==> images/gates.png <==
Scale: 3 px per µm.
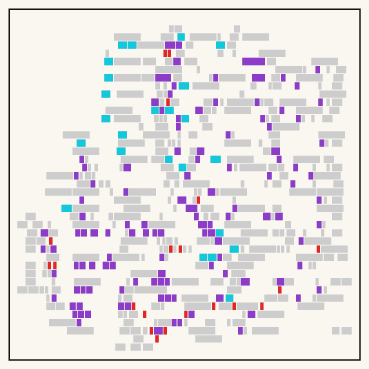
==> images/clock_wires.png <==
Scale: 4 px per µm.
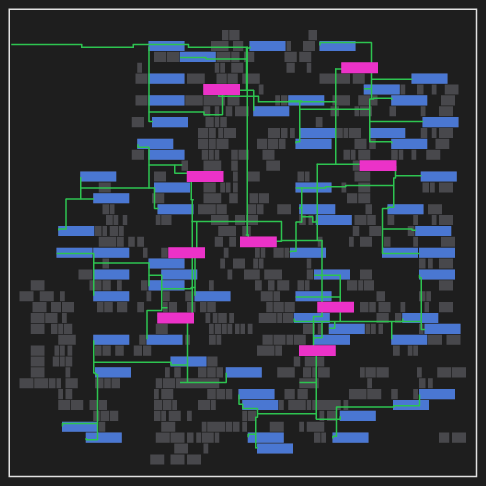
==> images/port_trees.png <==
Scale: 4 px per µm.
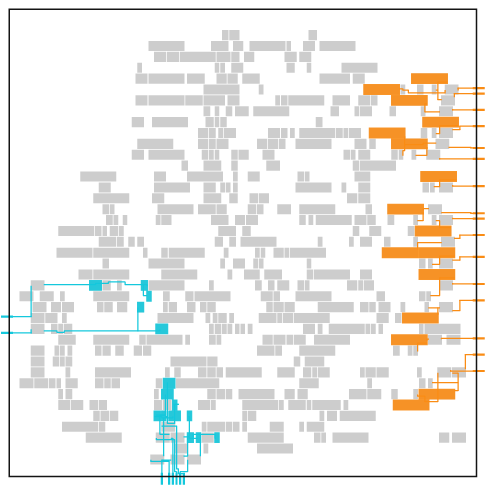
==> images/congestion_map.png <==
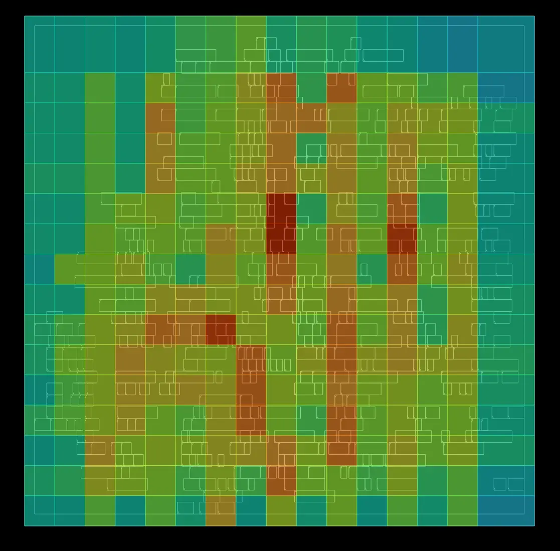
**config.mk**
```make
export PLATFORM = sky130hd
export DESIGN_NAME = seq_multiplier
export DESIGN_NICKNAME = d
export VERILOG_FILES = /design/src/rtl/seq_multiplier.sv
export SDC_FILE = /design/constraint.sdc
export NUM_CORES = 1
export LEC_CHECK = 0
export CAP_MARGIN = 20
export CORE_MARGIN = 2
export CORE_UTILIZATION = 30
export CTS_CLUSTER_DIAMETER = 30
export DETAILED_ROUTE_END_ITERATION = 8
export GPL_TIMING_DRIVEN = 0
export PLACE_DENSITY_LB_ADDON = 0.1
export SYNTH_ARGS = -nofsm -noshare
export SYNTH_HDL_FRONTEND = slang
export SYNTH_SLANG_ARGS = --single-unit
```
**constraint.sdc**
```tcl
create_clock -name i_clk -period 2.94 [get_ports i_clk]
set_clock_uncertainty 0.2 [all_clocks]
set_input_delay 0.294 -clock i_clk [delete_from_list [all_inputs] [get_ports i_clk]]
set_output_delay 0.294 -clock i_clk [all_outputs]
set_load 0.1 [all_outputs]
```
**src/rtl/seq_multiplier.sv**
```systemverilog
// Sequential shift-add multiplier, one multiplier bit per clock.
// Unsigned or two's-complement operands, start/busy/done handshake.
// Optional macro SEQ_MULT_EARLY_TERM_EN: leave CALC as soon as the shifted multiplier
// register becomes zero (at least one step is always taken).
module seq_multiplier #(
  parameter int unsigned WIDTH = 8
) (
  input  logic                 i_clk,
  input  logic                 i_rst_n,
  input  logic                 i_start,
  input  logic                 i_signed,
  input  logic [WIDTH-1:0]     i_op1,
  input  logic [WIDTH-1:0]     i_op2,
  output logic                 o_busy,
  output logic                 o_done,
  output logic [2*WIDTH-1:0]   o_mult
);

  localparam int unsigned PW   = 2 * WIDTH;
  localparam int unsigned CntW = $clog2(WIDTH + 1);
  localparam logic [WIDTH-1:0] OneW = WIDTH'(1);
  localparam logic [PW-1:0]    OneP = PW'(1);

  typedef enum logic [1:0] {StIdle, StCalc, StDone} state_e;

  state_e            state_q, state_d;
  logic [PW-1:0]     mcand_q, mcand_d;
  logic [WIDTH-1:0]  mplier_q, mplier_d;
  logic [PW-1:0]     acc_q, acc_d;
  logic [CntW-1:0]   cnt_q, cnt_d;
  logic              neg_q, neg_d;
  logic              busy_q, busy_d;
  logic              done_q, done_d;
  logic [PW-1:0]     mult_q, mult_d;

  logic [WIDTH-1:0]  mag1, mag2;
  logic [WIDTH-1:0]  mplier_shift;
  logic              last_step;

  // Operand magnitudes; the most-negative value maps to 2^(WIDTH-1), still fits unsigned.
  always_comb begin
    mag1 = (i_signed && i_op1[WIDTH-1]) ? (~i_op1 + OneW) : i_op1;
    mag2 = (i_signed && i_op2[WIDTH-1]) ? (~i_op2 + OneW) : i_op2;
  end

  // Decide whether the current CALC step is the final one.
  always_comb begin
    mplier_shift = mplier_q >> 1;
`ifdef SEQ_MULT_EARLY_TERM_EN
    last_step = (mplier_shift == '0) || (cnt_q == CntW'(WIDTH - 1));
`else
    last_step = (cnt_q == CntW'(WIDTH - 1));
`endif
  end

  // Next-state logic for the FSM and datapath registers.
  always_comb begin
    state_d  = state_q;
    mcand_d  = mcand_q;
    mplier_d = mplier_q;
    acc_d    = acc_q;
    cnt_d    = cnt_q;
    neg_d    = neg_q;
    mult_d   = mult_q;
    done_d   = 1'b0;
    case (state_q)
      StIdle: begin
        if (i_start) begin
          mcand_d  = {{WIDTH{1'b0}}, mag1};
          mplier_d = mag2;
          acc_d    = '0;
          cnt_d    = '0;
          neg_d    = i_signed & (i_op1[WIDTH-1] ^ i_op2[WIDTH-1]);
          state_d  = StCalc;
        end
      end
      StCalc: begin
        if (mplier_q[0]) begin
          acc_d = acc_q + mcand_q;
        end
        mcand_d  = mcand_q << 1;
        mplier_d = mplier_shift;
        cnt_d    = cnt_q + 1'b1;
        if (last_step) begin
          state_d = StDone;
        end
      end
      StDone: begin
        // Negating a zero accumulator yields zero, so no zero-operand special case.
        mult_d  = neg_q ? (~acc_q + OneP) : acc_q;
        done_d  = 1'b1;
        state_d = StIdle;
      end
      default: state_d = StIdle;
    endcase
    busy_d = (state_d != StIdle);
  end

  // State and registered outputs; reset aborts any operation without a done pulse.
  always_ff @(posedge i_clk or negedge i_rst_n) begin
    if (!i_rst_n) begin
      state_q  <= StIdle;
      mcand_q  <= '0;
      mplier_q <= '0;
      acc_q    <= '0;
      cnt_q    <= '0;
      neg_q    <= 1'b0;
      busy_q   <= 1'b0;
      done_q   <= 1'b0;
      mult_q   <= '0;
    end else begin
      state_q  <= state_d;
      mcand_q  <= mcand_d;
      mplier_q <= mplier_d;
      acc_q    <= acc_d;
      cnt_q    <= cnt_d;
      neg_q    <= neg_d;
      busy_q   <= busy_d;
      done_q   <= done_d;
      mult_q   <= mult_d;
    end
  end

  assign o_busy = busy_q;
  assign o_done = done_q;
  assign o_mult = mult_q;

endmodule
```
==> results.txt <==
Purpose: to document the outcome of synthesis and place and route.

Yosys
Sorting the synthesized cells by how often they occur yields 65 x sky130_fd_sc_hd__dfrtp_1, 55 x sky130_fd_sc_hd__nand2_1, 37 x sky130_fd_sc_hd__o21ai_1. Summing all multiplexer cells gives an area fraction of less than 1%. The most frequently used flop master after synthesis is sky130_fd_sc_hd__dfrtp_1. The synthesized area per cell is about 9 µm². After Yosys synthesis, and, or, nand and nor cells account for ~15% of the synthesized area. The netlist uses 55 different library cells. Synthesis produced a netlist whose cell count is 413.

Global routing
The met3 routing resource usage after global routing is ~3.8%. The met2 routing resource usage after global routing is 25.6%. The global-route met1 utilization is 19.3%. The overall overflow remaining after global route is 0.

Placement
For this run the detailed placement stage logged an HPWL of 7140 µm.

Drt
The routed wire length is 9690 µm. The highest metal layer carrying signal wires in the routed design is met4. After detailed routing, the number of remaining DRC violations is 0. After detailed routing, the wire length on met1 is ~4600 µm.

Across all layers, the routed design uses 3162 vias. Wire segments on met2 add up to about 4600 µm in the final route. According to the report, the first pass of detailed routing completed in 4 iterations. The number of vias per cell is 4.95. Per the log, the first TritonRoute iteration ended with a DRC count of 138.

Cells and area
Per the layout report, the design carries roughly 1300 filler cells. The count of inserted antenna diode cells is 0. The area taken by multi-input combinational cells is reported as 2040 µm². Cells with a size suffix above 1 make up 6.21% of the layout. Non-clock inverters in the final layout number 20. The sequential cell area is 1630 µm².

Final timing
The total negative slack for setup checks is 0 ns. In the post-route analysis, the smallest setup slack over all paths is 0.178 ns. The transition time of the tightest slew-check pin is 0.966 ns.

Power
The part of the power in registers is 28.5%. The power attributed to combinational cells is 3.14 mW. The combinational share of power is between 50% and 60%.

Critical path
The register-to-register setup slack is 0.18 ns. The required arrival time at the worst endpoint is 3.00 ns. The critical path in this run is classified as reg -> reg.

The depth of the worst register-to-register path is 10. Walking the worst path, the cells encountered are ha_1 -> inv_1 -> fa_1 -> nor2b_4 -> o31a_1 -> o21ai_2 -> a21oi_2 -> o221ai_2 -> a2111oi_1 -> nand3b_1. The biggest cell delay along the critical path is 0.42 ns.

Clock network
The maximum level of the CTS H-tree is 3.

Worst hold path
The worst hold path passes through 2 cells. Looking at hold timing, the worst path starts from o_mult[9]$_DFFE_PN0P_.

Floorplanning
According to the floorplan log, the row count is about 40.

Status
The flow ran to the end, and the final reports show no timing, DRC or antenna violations.
-- gates.png (at the start) --
- aoi and oai cells: purple (cells 118; most used o21ai_1)
- inv cells: red (cells 20; most used inv_1)
- non-inverting ao/oa cells: cyan (cells 24; most used a22o_1)
dominant logic cell type in the layout: sky130_fd_sc_hd__dfrtp_1
fraction of standard cell area in multi-input logic: 43.6%
count of placed standard cells in the final layout, fillers left out: 639

-- clock_wires.png (at the start) --
- clock-net drivers: magenta (count 9)
- flip-flops: blue (count 65)
- clock wires: green (length 1070 µm)
- routed clock nets: 10
clock-net power: 1.06 mW
Clock Power Share: 18.1%
clk ins delay skew pair: 0.33 ns

-- port_trees.png (at the start) --
- o_mult: orange (bits 16; direction output; edge right; end cells 16; buffers 16; wire 236 µm)
- i_op1: cyan (bits 8; direction input; edge 6 bottom, 2 left; end cells 15; buffers 8; wire 224 µm)
Buffers on Ports: 37
io pins: 38

-- congestion_map.png (at the start) --
core occupancy in the finished layout: 37.6%
Top Usage Layer GRT: met2

## repair_timing
action / in CTS / in global routing
endpoints found under the hold margin: 65 / 0
hold buffers: 1 / 0
resized: 0 / 3
endpoints found under the setup margin: 0 / 2
## placed cells by master, fill, tap and decap left out, drive strengths merged, types with 4 or more instances in the layout
| master | instances |
|---|---|
| dfrtp | 65 |
| nand2 | 55 |
| o21ai | 45 |
| clkdlybuf4s50 | 36 |
| clkbuf | 25 |
| nor2 | 23 |
| a21oi | 22 |
| o22ai | 21 |
| inv | 20 |
| xor2 | 19 |
| ha | 19 |
| xnor2 | 12 |
| a22o | 10 |
| nor3 | 8 |
| nand3 | 6 |
| a31oi | 6 |
| o31ai | 6 |
| a21o | 5 |
| a211oi | 5 |
| or3 | 4 |
| buf | 4 |
| a21boi | 4 |
Power figures rest on the tool's default switching activity, not on a simulated workload.
